==> config.mk <==
export PLATFORM = sky130hd
export DESIGN_NAME = zb_tx_sequencer
export DESIGN_NICKNAME = d
export VERILOG_FILES = /design/src/rtl/zb_tx_sequencer.sv
export SDC_FILE = /design/constraint.sdc
export NUM_CORES = 1
export LEC_CHECK = 0
export ABC_AREA = 1
export CAP_MARGIN = 20
export CORE_ASPECT_RATIO = 0.6
export CORE_MARGIN = 1
export CORE_UTILIZATION = 50
export DETAILED_ROUTE_END_ITERATION = 8
export MAX_ROUTING_LAYER = met4
export PLACE_DENSITY_LB_ADDON = 0.25
export SLEW_MARGIN = 30
export SYNTH_ARGS = -nofsm -noshare
export SYNTH_HDL_FRONTEND = slang
export SYNTH_SLANG_ARGS = --single-unit
==> constraint.sdc <==
create_clock -name inClock -period 1.8 [get_ports inClock]
set_input_delay 0.18 -clock inClock [delete_from_list [all_inputs] [get_ports inClock]]
set_output_delay 0.18 -clock inClock [all_outputs]
set_load 0.01 [all_outputs]
==> run_1/clk_routes.png <==
Bar = 20 um.
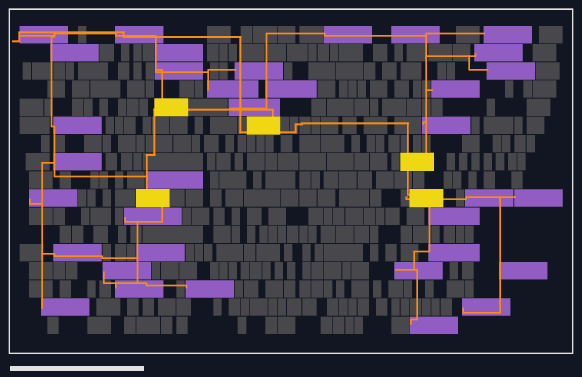
[orange] clock wires | length: 438 um
[purple] flip-flops | count: 35
[yellow] clock drivers | count: 5
routed clock nets	6
flops lie	spread over the die
skew final: 0.00460 ns
worst skew pair latency: 0.28 ns
clk pwr: 0.000508 W
Clk pwr share: 0.306

==> run_1/wires.png <==
Two of the layers only.
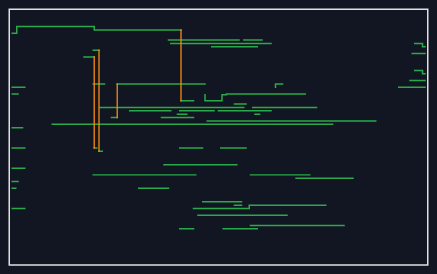
color	layer	wire length
orange	metal 4	59.8 um
green	metal 3	495 um
WL per Instance: 13.2 um
vias post-DR: 2219
GR Util All Layers: 0.288

==> run_1/placement_by_type.png <==
Bar = 20 um.
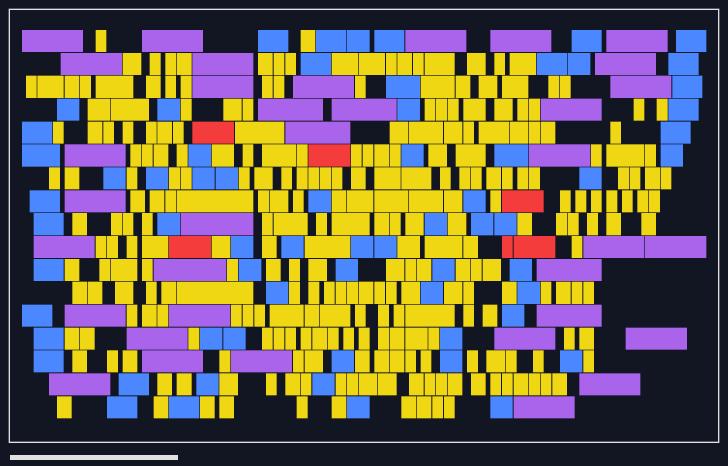
color	class	cells
yellow	combinational and other logic	273
blue	remaining buffers and delay cells	65
purple	sequential cells	35
red	clock drivers and dummy loads	6
total core area: 0.00376 mm^2
Final Cell Area: 0.00284 mm^2
sequential cell area share: 0.252
Layout Utilization: 0.754
num rows: 17

==> job_summary.md, run 1 <==
### Flow metrics

| Metric | Value |
|---|---|
| Async set-reset flop share out of synthesis | 0 |
| GRT Max-Usage Layer | met1 |
| Die Width | roughly 84 um |
| Worst-path maximum fanout | 3 |
| Initial antenna violation count | 0 |
| IR drop worst, VDD | between 0.4 and 0.5 mV |
| Mi-comb count | around 220 |
| Switching part of the total | 0.274 |
| Antenna Diode Count | 0 |
| Commonest register cell after synthesis | dfxtp_1 |
| Reg2Reg Setup Slack | -0.13 ns |
| I/O Buffers | 22 |
| Clock sink count | 35 |
| Layout cell share with drive strength beyond 1 | 0.266 |
| Setup violators final | 6 |
| Fin nets | 402 |
| Post-route setup slack | -0.129 ns |
| Failing checks | design-rule violations, negative setup slack |
| Max incr delay on CP | between 0.3 and 0.4 ns |
| RePlAce Congestion | 0.948 |
| RSZ-0062 raised after global routing | true |
| Via density per instance | between 5 and 6 |
| Hold path cells | 3 |
| PostCTS Resize Cnt | 22 |
| Cells after DPL | 414 |
| Residual DRC | 4 |
| CTS Hold Bufs | 0 |
| Chip Area, Yosys | 0.00202 mm^2 |
| Status | finished with violations |
| Critical path depth | 18 |
| Buffering overhead | 0.195 |
| Most frequent CP cell | nand2_1 |
| Nature of the critical path startpoint | flop |
| Top Layer Used | met4 |
| Top cell excl fill/tap | nand2_1 |
| Flip-flops with a built-in enable | 0 |
| Worst slew pin tran | 0.500 ns |
| Clk slew on worst S/H paths | 0.06 ns |
| Int Pwr | about 0.0012 W |
| I/O pin count | 23 |
| Yosys warning count | 0 |
==> run_1/placement.png <==
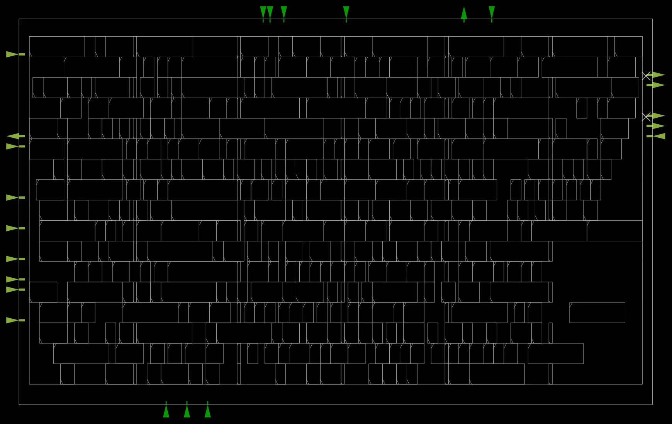

==> run 2: changes to the inputs <==
--- a/config.mk
+++ b/config.mk
@@ -17,3 +17,4 @@
 export SYNTH_ARGS = -nofsm -noshare
 export SYNTH_HDL_FRONTEND = slang
 export SYNTH_SLANG_ARGS = --single-unit
+export TNS_END_PERCENT = 10
==> run_2/placement.png <==
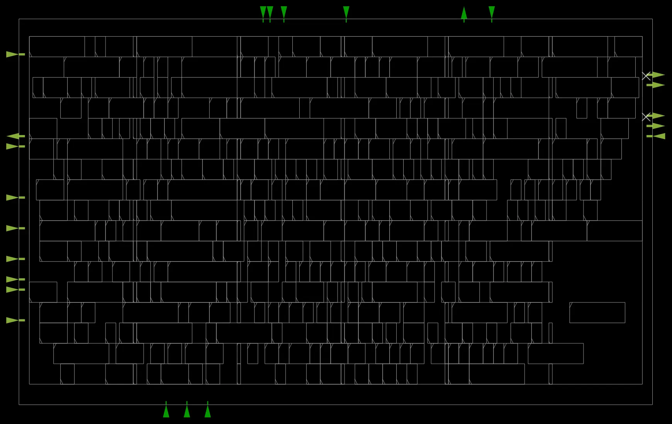
fillers: 293
sequential cell area share: 0.254
TAP cells: 47

==> run 2 against run 1 <==
  * The flow still finishes with violations (design-rule violations, negative setup slack)
  * Combinational power fell by 2%
  * Critical path depth did not move
  * Hold slack got worse by 0.0024 ns
  * Count of clock-buffer cells in the layout did not move
  * Core utilization fell by 0.83 points
  * Largest power group unchanged
==> job_summary.md, run 2 <==
### Flow metrics

| Metric | Value |
|---|---|
| Nature of the critical path startpoint | flop |
| Yosys warning count | 0 (unchanged) |
| Clk pwr | 0.000515 W (+1%) |
| Switching part of the total | 0.274 (+0.000605) |
| Most frequent CP cell | nand2_1 |
| GRT Max-Usage Layer | met1 |
| RePlAce Congestion | 0.948 (unchanged) |
| Antenna Diode Count | 0 (unchanged) |
| Int Pwr | 0.00121 W (about the same) |
| Residual DRC | 4 (unchanged) |
| Reg2Reg Setup Slack | -0.12 ns (about the same) |
| Layout Utilization | 0.746 (-0.00831) |
| PostCTS Resize Cnt | 19 (-14%) |
| Clk slew on worst S/H paths | 0.07 ns (about the same) |
| Mi-comb count | 224 (unchanged) |
| Num rows | 17 (unchanged) |
| Setup violators final | 7 (+1) |
| Max-Cap Viols | 0 |
| Failing checks | design-rule violations, negative setup slack |
| Total core area | 0.00376 mm^2 (unchanged) |
| Commonest register cell after synthesis | dfxtp_1 |
| First-pass GRT wire length | 9.28 mm |
| Detail Route Antenna Nets | 0 |
| I/O Buffers | 22 (unchanged) |
| Max incr delay on CP | 0.38 ns (about the same) |
| Buffering overhead | 0.196 (+0.000834) |
| Worst skew pair latency | 0.28 ns (about the same) |
| Combinational power share | 0.192 |
| Flops | 35 |
| Clock sink count | 35 (unchanged) |
| CTS Hold Bufs | 0 (unchanged) |
| Initial antenna violation count | 0 (unchanged) |
| Chip Area, Yosys | 0.00202 mm^2 (unchanged) |
| Cells after DPL | 414 (unchanged) |
| Worst-path maximum fanout | 3 (unchanged) |
| Post-route setup slack | -0.123 ns (+0.00566 ns) |
| Critical path depth | 18 (unchanged) |
| Async set-reset flop share out of synthesis | 0 (unchanged) |
| Top cell excl fill/tap | nand2_1 |
| RSZ-0062 raised after global routing | true |
| IR drop worst, VDD | 0.422 mV (-0.12%) |
| Layout cell share with drive strength beyond 1 | 0.253 (-0.0132) |
| Status | finished with violations |
| Top Layer Used | met4 |
| Skew final | 0.00299 ns (-0.00162 ns) |
==> run_2/wires.png <==
Two of the layers only.
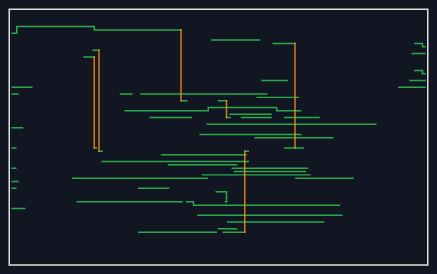
color	layer	wire length
green	metal 3	553 um
orange	metal 4	93.8 um
GR Util All Layers: 0.285
WL per Instance: 13.0 um

Power is estimated from default activity; no workload was simulated.
